### PDN straps and rails, run 1

Scale bar: 20 um. Pins as bars on the die edge.
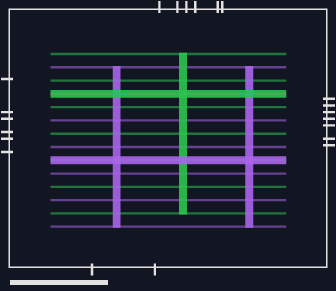
### Placement by cell class, run 1

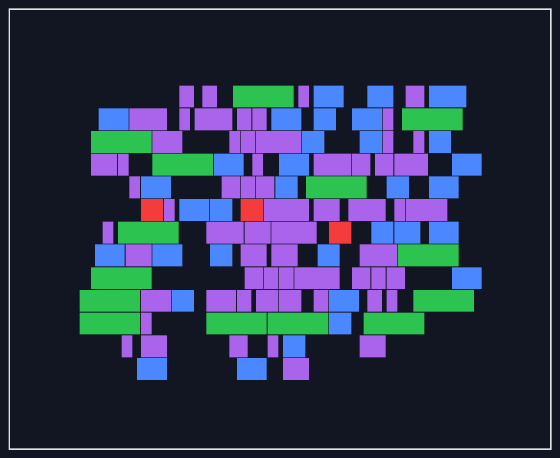
### Clock network drawn from the DEF, run 1

Scale bar: 20 um.
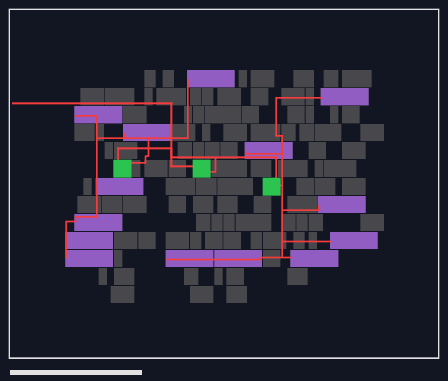
$ cat config.mk
export PLATFORM = sky130hd
export DESIGN_NAME = fifo_ctrl
export DESIGN_NICKNAME = d
export VERILOG_FILES = /design/src/rtl/fifo_ctrl.sv
export SDC_FILE = /design/constraint.sdc
export NUM_CORES = 1
export LEC_CHECK = 0
export CAP_MARGIN = 30
export CORE_ASPECT_RATIO = 0.75
export CORE_MARGIN = 8
export CORE_UTILIZATION = 41
export DETAILED_ROUTE_END_ITERATION = 16
export PLACE_DENSITY = 0.73
export SYNTH_ARGS = -nofsm -noshare
export SYNTH_HDL_FRONTEND = slang
export SYNTH_SLANG_ARGS = --single-unit
$ cat constraint.sdc
create_clock -name clk -period 2.55 [get_ports clk]
set_input_delay 0.51 -clock clk [delete_from_list [all_inputs] [get_ports clk]]
set_output_delay 0.51 -clock clk [all_outputs]
set_load 0.01 [all_outputs]
$ cat src/rtl/fifo_ctrl.sv
// FIFO pointer/occupancy controller.
// Storage lives outside; this block issues accepted wr/rd strobes and addresses.
module fifo_ctrl #(
  parameter int ADDR_W = 3
) (
  input  logic              clk,
  input  logic              reset,
  input  logic              wr_req,
  input  logic              rd_req,
  input  logic              flush,
  output logic              wr_en,
  output logic              rd_en,
  output logic [ADDR_W-1:0] wr_adr,
  output logic [ADDR_W-1:0] rd_adr,
  output logic [ADDR_W:0]   count,
  output logic              full,
  output logic              empty,
  output logic              ovf,
  output logic              udf
);

  localparam logic [ADDR_W:0] DEPTH =
    {1'b1, {ADDR_W{1'b0}}};
  localparam logic [ADDR_W:0] ONE_C =
    {{ADDR_W{1'b0}}, 1'b1};
  localparam logic [ADDR_W-1:0] ONE_P =
    {{(ADDR_W-1){1'b0}}, 1'b1};

  logic [ADDR_W-1:0] r_wr_adr;
  logic [ADDR_W-1:0] r_rd_adr;
  logic [ADDR_W:0]   r_count;
  logic              r_full;
  logic              r_empty;
  logic              r_ovf;
  logic              r_udf;

  logic              w_wr_en;
  logic              w_rd_en;
  logic [ADDR_W:0]   w_cnt_nxt;

  // Accept decode: a full FIFO still takes a write when a read frees a slot.
  always_comb begin
    w_rd_en = rd_req & ~r_empty & ~flush & ~reset;
    w_wr_en = wr_req & ~flush & ~reset
            & (~r_full | w_rd_en);
  end

  // Occupancy after this edge; flags are decoded from it.
  always_comb begin
    w_cnt_nxt = r_count;
    unique case ({w_wr_en, w_rd_en})
      2'b10:   w_cnt_nxt = r_count + ONE_C;
      2'b01:   w_cnt_nxt = r_count - ONE_C;
      default: w_cnt_nxt = r_count;
    endcase
  end

  // State update: reset beats flush beats requests; flush keeps error flags.
  always_ff @(posedge clk) begin
    if (reset) begin
      r_wr_adr <= '0;
      r_rd_adr <= '0;
      r_count  <= '0;
      r_full   <= 1'b0;
      r_empty  <= 1'b1;
      r_ovf    <= 1'b0;
      r_udf    <= 1'b0;
    end else if (flush) begin
      r_wr_adr <= '0;
      r_rd_adr <= '0;
      r_count  <= '0;
      r_full   <= 1'b0;
      r_empty  <= 1'b1;
    end else begin
      if (w_wr_en) r_wr_adr <= r_wr_adr + ONE_P;
      if (w_rd_en) r_rd_adr <= r_rd_adr + ONE_P;
      r_count <= w_cnt_nxt;
      r_full  <= (w_cnt_nxt == DEPTH);
      r_empty <= (w_cnt_nxt == '0);
      if (wr_req && !w_wr_en) r_ovf <= 1'b1;
      if (rd_req && !w_rd_en) r_udf <= 1'b1;
    end
  end

  assign wr_en  = w_wr_en;
  assign rd_en  = w_rd_en;
  assign wr_adr = r_wr_adr;
  assign rd_adr = r_rd_adr;
  assign count  = r_count;
  assign full   = r_full;
  assign empty  = r_empty;
  assign ovf    = r_ovf;
  assign udf    = r_udf;

endmodule

==> flow_summary_export.csv <==
group,metric,value,unit
power,pwr_density_cell,375.2,nW/um2
final_layout,area.share.combinational,40.57,%
clock_tree,cts_resized,8,
final_timing,fin_setup_tns,0,ps
setup_path,worst_r2r_path_depth,9,
final_timing,final_min_period_over_clock_period,94.75,%
final_layout,dominant_cells,"multi-input combinational cells",
final_timing,setup_viol_count_final,0,
detailed_routing,route.detailed.wl_per_inst,14.17,um
final_timing,slew-limit-headroom,68.35,%
grt,global_router_s_overall_resource_usage,11.91,%
run_status,outcome,"finished, final reports clean",
power,power.largest_group,"registers",
clock_tree,cts_post_setup_buffers_inserted,3,
clock_tree,clk_root_buffer_cell,"clkbuf_4",
hold_path,timing.hold.worst_endpoint,"udf",
final_layout,buffer_area_share,27.36,%
setup_path,worst_setup_path_endpoint,"empty",
synth,synthTopLogicFamily,"simple AND/OR/NAND/NOR gates",
synth,synthXorXnorAreaFrac,6.003,%
setup_path,required,2760,ps
clock_tree,tritoncts.num_buffers,3,
final_layout,comb_area,441.7,um2
final_timing,final_hold_viol_count,0,
synth,ys_area,729.4,um2
final_timing,worst_slew_pin_slew,469.8,ps
synth,synth-compound-area-share,14.75,%
final_layout,non_clock_buffer_count,33,
synth,netlist.top_cell.by_area,"dfxtp_1",
synth,netlist_top_cells_area,"dfxtp_1 (38%), ha_1 (8.6%), nor2_1 (4.6%)",
setup_path,critPathCaptureType,"register",
final_timing,timing.final.ws_setup,133.9,ps
## Picture notes: 'PDN straps and rails'
- green: VDD
- purple: VSS
- rows: 13
- signal pins: 21
- met5 straps: 2
- met4 straps: 3
- met1 rails: 14

## Picture notes: 'Placement by cell class'
- blue: remaining buffers and delay cells (cells 33)
- green: sequential cells (cells 14)
- red: clock drivers (cells 3)
- purple: combinational and other logic (cells 63)
Core Region: 1708 um2
sequential fraction of total cell area: 25.75%
final cell utilization of the core: 63.74%
number of cell rows: 13

## Picture notes: 'Clock network drawn from the DEF'
- purple: flip-flops (count 14)
- red: clock wires (length 210 um)
- green: clock drivers (count 3)
- routed clock nets: 4
power dissipated in the clock network: 127 uW
Clk network pwr share: 31.1%
clock latency reported for the late side of the worst-skew pair: 280 ps

==> run 1: worst max-delay path, cell delays in order <==
cell	delay, ps
clkdlybuf4s50_1	510
o211ai_2	110
ha_2	200
xor2_1	160
ha_2	190
a21oi_2	120
mux2_4	330
mux2_4	310
o31ai_2	170
==> run 1: layer usage <==
layer / vias up / share of wire, % / track usage (%)
met5: - / 0 / 0
met4: 0 / 0.47 / 2.166
met2: 16 / 48 / 21.91
li1: 341 / - / -
met3: 2 / 9.2 / 6.838
met1: 309 / 43 / 11.61
==> run 1: state kept, by name (all words and copies together) (netlist names) <==
name,count
ovf,1
rd_adr,3
wr_adr,3
count,4
udf,1
empty,1
full,1
Power figures rest on the tool's default switching activity, not on a simulated workload.
